===== src/rtl/alarm_controller.sv =====
`default_nettype none
// ============================================================================
// Module   : alarm_controller
// Brief    : Alarm time register, match edge detector and ring/snooze sequencer.
// Revision : 1.0
// ============================================================================
module alarm_controller #(
  parameter int SNOOZE_SEC       = 300,
  parameter int RING_TIMEOUT_SEC = 60,
  parameter int MAX_SNOOZE       = 3
) (
  input  logic       clk,
  input  logic       reset,
  input  logic       sec_tick,
  input  logic [5:0] cur_min,
  input  logic [5:0] cur_sec,
  input  logic       alarm_en,
  input  logic       set_mode,
  input  logic       btn_min,
  input  logic       btn_sec,
  input  logic       snooze,
  input  logic       dismiss,
  output logic       play_sound,
  output logic [5:0] alarm_min,
  output logic [5:0] alarm_sec,
  output logic [1:0] state,
  output logic [3:0] snooze_cnt
);

  typedef enum logic [1:0] {
    IDLE    = 2'd0,
    ARMED   = 2'd1,
    RINGING = 2'd2,
    SNOOZE  = 2'd3
  } state_t;

  localparam logic [15:0] c_ring_last   = 16'(RING_TIMEOUT_SEC - 1);
  localparam logic [15:0] c_snooze_last = 16'(SNOOZE_SEC - 1);
  localparam logic [3:0]  c_max_snooze  = 4'(MAX_SNOOZE);

  state_t      r_state;
  logic [15:0] r_timer;
  logic        r_match_d;
  logic [5:0]  r_alarm_min;
  logic [5:0]  r_alarm_sec;
  logic [3:0]  r_snooze_cnt;

  logic        w_match;
  logic        w_trigger;
  logic [5:0]  w_min_next;
  logic [5:0]  w_sec_next;

  // Matching is masked in edit mode so leaving edit on a match fires an edge.
  assign w_match    = (cur_min == r_alarm_min) & (cur_sec == r_alarm_sec) & ~set_mode;
  assign w_trigger  = w_match & ~r_match_d;
  assign w_min_next = (r_alarm_min == 6'd59) ? 6'd0 : r_alarm_min + 6'd1;
  assign w_sec_next = (r_alarm_sec == 6'd59) ? 6'd0 : r_alarm_sec + 6'd1;

  always_ff @(posedge clk or negedge reset) begin
    if (!reset) begin
      r_state      <= IDLE;
      r_timer      <= 16'd0;
      r_match_d    <= 1'b1;
      r_alarm_min  <= 6'd0;
      r_alarm_sec  <= 6'd0;
      r_snooze_cnt <= 4'd0;
    end else begin
      r_match_d <= w_match;
      if (set_mode && btn_min) r_alarm_min <= w_min_next;
      if (set_mode && btn_sec) r_alarm_sec <= w_sec_next;

      case (r_state)
        IDLE: begin
          if (alarm_en) r_state <= ARMED;
        end
        ARMED: begin
          if (!alarm_en) begin
            r_state      <= IDLE;
            r_timer      <= 16'd0;
            r_snooze_cnt <= 4'd0;
          end else if (w_trigger) begin
            r_state      <= RINGING;
            r_timer      <= 16'd0;
            r_snooze_cnt <= 4'd0;
          end
        end
        RINGING: begin
          if (!alarm_en) begin
            r_state      <= IDLE;
            r_timer      <= 16'd0;
            r_snooze_cnt <= 4'd0;
          end else if (dismiss) begin
            r_state      <= ARMED;
            r_snooze_cnt <= 4'd0;
          end else if (snooze && (r_snooze_cnt < c_max_snooze)) begin
            r_state      <= SNOOZE;
            r_snooze_cnt <= r_snooze_cnt + 4'd1;
            r_timer      <= 16'd0;
          end else if (sec_tick) begin
            if (r_timer == c_ring_last) begin
              r_state      <= ARMED;
              r_snooze_cnt <= 4'd0;
            end else begin
              r_timer <= r_timer + 16'd1;
            end
          end
        end
        SNOOZE: begin
          if (!alarm_en) begin
            r_state      <= IDLE;
            r_timer      <= 16'd0;
            r_snooze_cnt <= 4'd0;
          end else if (dismiss) begin
            r_state      <= ARMED;
            r_snooze_cnt <= 4'd0;
          end else if (sec_tick) begin
            if (r_timer == c_snooze_last) begin
              r_state <= RINGING;
              r_timer <= 16'd0;
            end else begin
              r_timer <= r_timer + 16'd1;
            end
          end
        end
        default: r_state <= IDLE;
      endcase
    end
  end

  // Decoded straight from the state register so reset silences it at once.
  assign play_sound = (r_state == RINGING);
  assign state      = r_state;
  assign alarm_min  = r_alarm_min;
  assign alarm_sec  = r_alarm_sec;
  assign snooze_cnt = r_snooze_cnt;

endmodule
`default_nettype wire

===== config.mk =====
export PLATFORM = sky130hd
export DESIGN_NAME = alarm_controller
export DESIGN_NICKNAME = d
export VERILOG_FILES = /design/src/rtl/alarm_controller.sv
export SDC_FILE = /design/constraint.sdc
export NUM_CORES = 1
export LEC_CHECK = 0
export ABC_AREA = 1
export CAP_MARGIN = 20
export CORE_MARGIN = 4
export CORE_UTILIZATION = 49
export CTS_CLUSTER_SIZE = 14
export DETAILED_ROUTE_END_ITERATION = 10
export PLACE_DENSITY = 0.78
export SLEW_MARGIN = 20
export SYNTH_ARGS = -nofsm -noshare
export SYNTH_HDL_FRONTEND = slang
export SYNTH_SLANG_ARGS = --single-unit

===== constraint.sdc =====
create_clock -name clk -period 3.15 [get_ports clk]
set_input_delay 0.315 -clock clk [delete_from_list [all_inputs] [get_ports clk]]
set_output_delay 0.315 -clock clk [all_outputs]
set_load 0.01 [all_outputs]

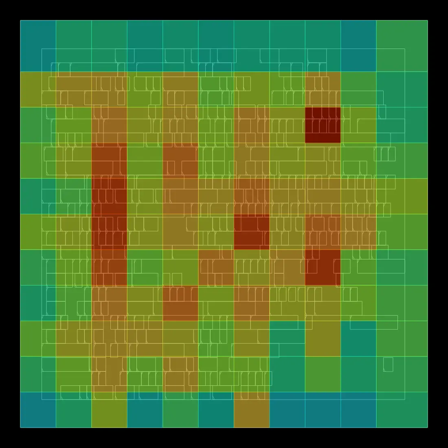
**Above:** routing congestion map.
global routing met1 resource utilization: 27.38%
Most Crowded Layer GR: met2
gr usage total: 19.92%

==> impl_metrics.json <==
{
  "rsz_0062_raised_after_global_routing": "no",
  "routedWlPerCell_um": 11.60,
  "muxShareOfSynthArea_pct": 0,
  "power_leakage_nw": 1.592,
  "synth_area_mm2": 0.002466,
  "nFlopsAndLatches": 35,
  "final_core_utilization_pct": 63.16,
  "grt-ovfl-total": 0,
  "ys_ff": 35,
  "yosysWarningCount": 0,
  "final_setup_tns_ns": 0,
  "initial_utilization_pct": 51.53,
  "worst_setup_path_start_kind": "input port",
  "antenna_cells": 0,
  "tapCellCount": 67,
  "tritoncts_num_sinks": 35,
  "clockBufferDepth": 2,
  "detail_route.vias_per_cell": 5.055,
  "relSlewSlack_pct": 48.16,
  "criticalPathCategory": "in -> reg",
  "cell_types_with_the_highest_counts_after_synthesis": "129 x sky130_fd_sc_hd__nand2_1, 58 x sky130_fd_sc_hd__inv_1, 40 x sky130_fd_sc_hd__nor2_1",
  "die.size.y_um": 78.94,
  "finalClockPeriodUsage_pct": 63.87,
  "grt_pass1_vias": 2313,
  "synth.cellmix.compoundShare_pct": 5.733,
  "die_w_um": 78.94,
  "clk-insertion-delay-late_ns": 0.29,
  "grt_first_pass_wirelength_mm": 10.04,
  "clockNetworkAreaShare_pct": 3.891,
  "stage_log_warnings": 26,
  "wl_met3_um": 264,
  "synth_nets": 403,
  "cts_post_setup_buffers_inserted": 0,
  "hpwlAfterDp_mm": 4.313,
  "min_path_type": "in -> async",
  "comb.multi_input.count": 278,
  "final_hold_viol_count": 0,
  "enable_flop_cells": 0,
  "synthFlopType": "sky130_fd_sc_hd__dfrtp_1",
  "grt_start_max_net_pins": 36,
  "yosysChipArea_mm2": 0.002466,
  "yosys-dominant-comb-family": "simple AND/OR/NAND/NOR gates",
  "run_status": "finished, final reports clean",
  "cts_resized": 0,
  "yosys.area.top_type": "sky130_fd_sc_hd__dfrtp_1",
  "io-pin-count": 40,
  "drt_pre_antenna_iters": 4,
  "num_vias": 2462,
  "drt-met1-wl_mm": 2.669,
  "final.fill_count": 435,
  "crit_fanout": 17,
  "layout_min_cycle_time_ns": 2.012,
  "async_reset_ff_share_pct": 100.0,
  "cell_count_after_synthesis": 378,
  "cts.htree.levels": 2,
  "routed.top_layer": "met4",
  "sequential_cell_area_fraction_in_the_yosys_report_pct": 35.57,
  "detail_route.iter0.violations": 184,
  "tightestPinTransition_ns": 0.7776,
  "cts.hold.buffers_added": 0,
  "finClkSkew_ns": 0.006351,
  "wl_mm": 5.648,
  "sh_comb_area_pct": 44.12,
  "r2r_start": "snooze_cnt[0]$_DFFE_PN0P_",
  "io_buffer_count": 39,
  "synth.cellmix.simpleShare_pct": 43.13,
  "dominant_power_group": "combinational logic",
  "report.final.slew_viol_count": 0,
  "critical_path_required_ns": 3.37,
  "most_common_cell": "sky130_fd_sc_hd__nand2_1",
  "drcViolationCount": 0,
  "cp-endpoint": "r_timer[11]$_DFFE_PN0P_",
  "final-setup-viol-count": 0,
  "clockRootBuffer": "sky130_fd_sc_hd__clkbuf_8",
  "worst_path_dominant_cell_family": "simple AND/OR/NAND/NOR gates",
  "synth.area.top_cells": "sky130_fd_sc_hd__dfrtp_1 35%, sky130_fd_sc_hd__nand2_1 20%, sky130_fd_sc_hd__inv_1 8.8%",
  "worstPathArrival_ns": 2.24,
  "design.die.area_mm2": 0.006232,
  "antenna_violating_nets_post_route": 0,
  "regMostFlops": "r_timer"
}
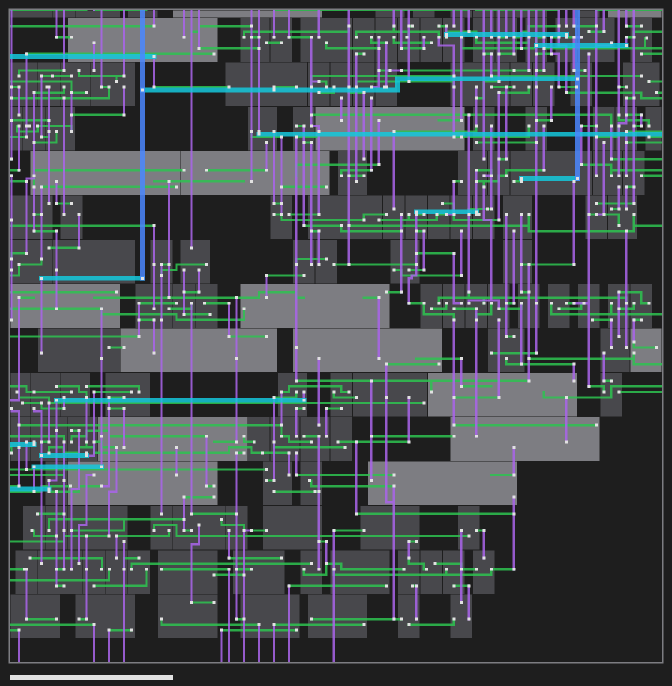
**Above:** a small window of the routed layout.
Scale bar: 10 um. Window x 19 to 59, y 4 to 44 um. Cells in gray, sequential cells in the stronger gray; small squares are vias.
[green] met1
[purple] met2
[cyan] met3
[blue] met4
netlist names of flops here include: `r_timer` (5), `alarm_min` (4), `alarm_sec` (3)
most frequent: nand2_1 (40), inv_1 (17), nor2_1 (16)
cells with their middle in the window: 138
sequential cells in the window: 13

==> through the flow <==
stage	hold WS [ns]	setup slack, ns	instances	area, um2	power [W]
after floorplan	0.01941	1.434	378	2466	0.001163
after global placement	0.4346	0.9179	479	2905	0.001459
after detailed placement	0.4496	0.9031	479	2905	0.001470
after CTS	0.1294	1.187	487	3023	0.001901
after global routing	0.1656	0.9338	487	3023	0.002030
final	0.09599	1.138	487	3023	0.001885
==> cells in the final DEF (no fill, tap or decap), types with 2 or more instances in the layout <==
cell,instances
sky130_fd_sc_hd__nand2_1,129
sky130_fd_sc_hd__inv_1,58
sky130_fd_sc_hd__nor2_1,40
sky130_fd_sc_hd__clkdlybuf4s50_1,38
sky130_fd_sc_hd__dfrtp_1,34
sky130_fd_sc_hd__nand3_1,30
sky130_fd_sc_hd__nand4_1,17
sky130_fd_sc_hd__o21ai_0,10
sky130_fd_sc_hd__a21oi_1,8
sky130_fd_sc_hd__nor3_1,7
sky130_fd_sc_hd__xor2_1,6
sky130_fd_sc_hd__clkbuf_8,6
sky130_fd_sc_hd__ha_1,4
sky130_fd_sc_hd__xnor2_1,3
sky130_fd_sc_hd__nor4_1,3
sky130_fd_sc_hd__nor3b_1,3
sky130_fd_sc_hd__inv_2,2
sky130_fd_sc_hd__a211oi_1,2
sky130_fd_sc_hd__nor3_2,2
sky130_fd_sc_hd__or2_2,2
sky130_fd_sc_hd__nand2_2,2
sky130_fd_sc_hd__nor2_2,2
sky130_fd_sc_hd__o22ai_1,2
==> per-layer routing <==
| layer | vias up | GRT usage (%) |
|---|---|---|
| met1 | 1120 | 27.38 |
| met4 | 0 | 6.873 |
| met2 | 55 | 32.00 |
| met3 | 8 | 3.175 |
| li1 | 1279 | - |
| met5 | - | 0 |
No activity file was given, so power comes from the tool's default toggle rates.
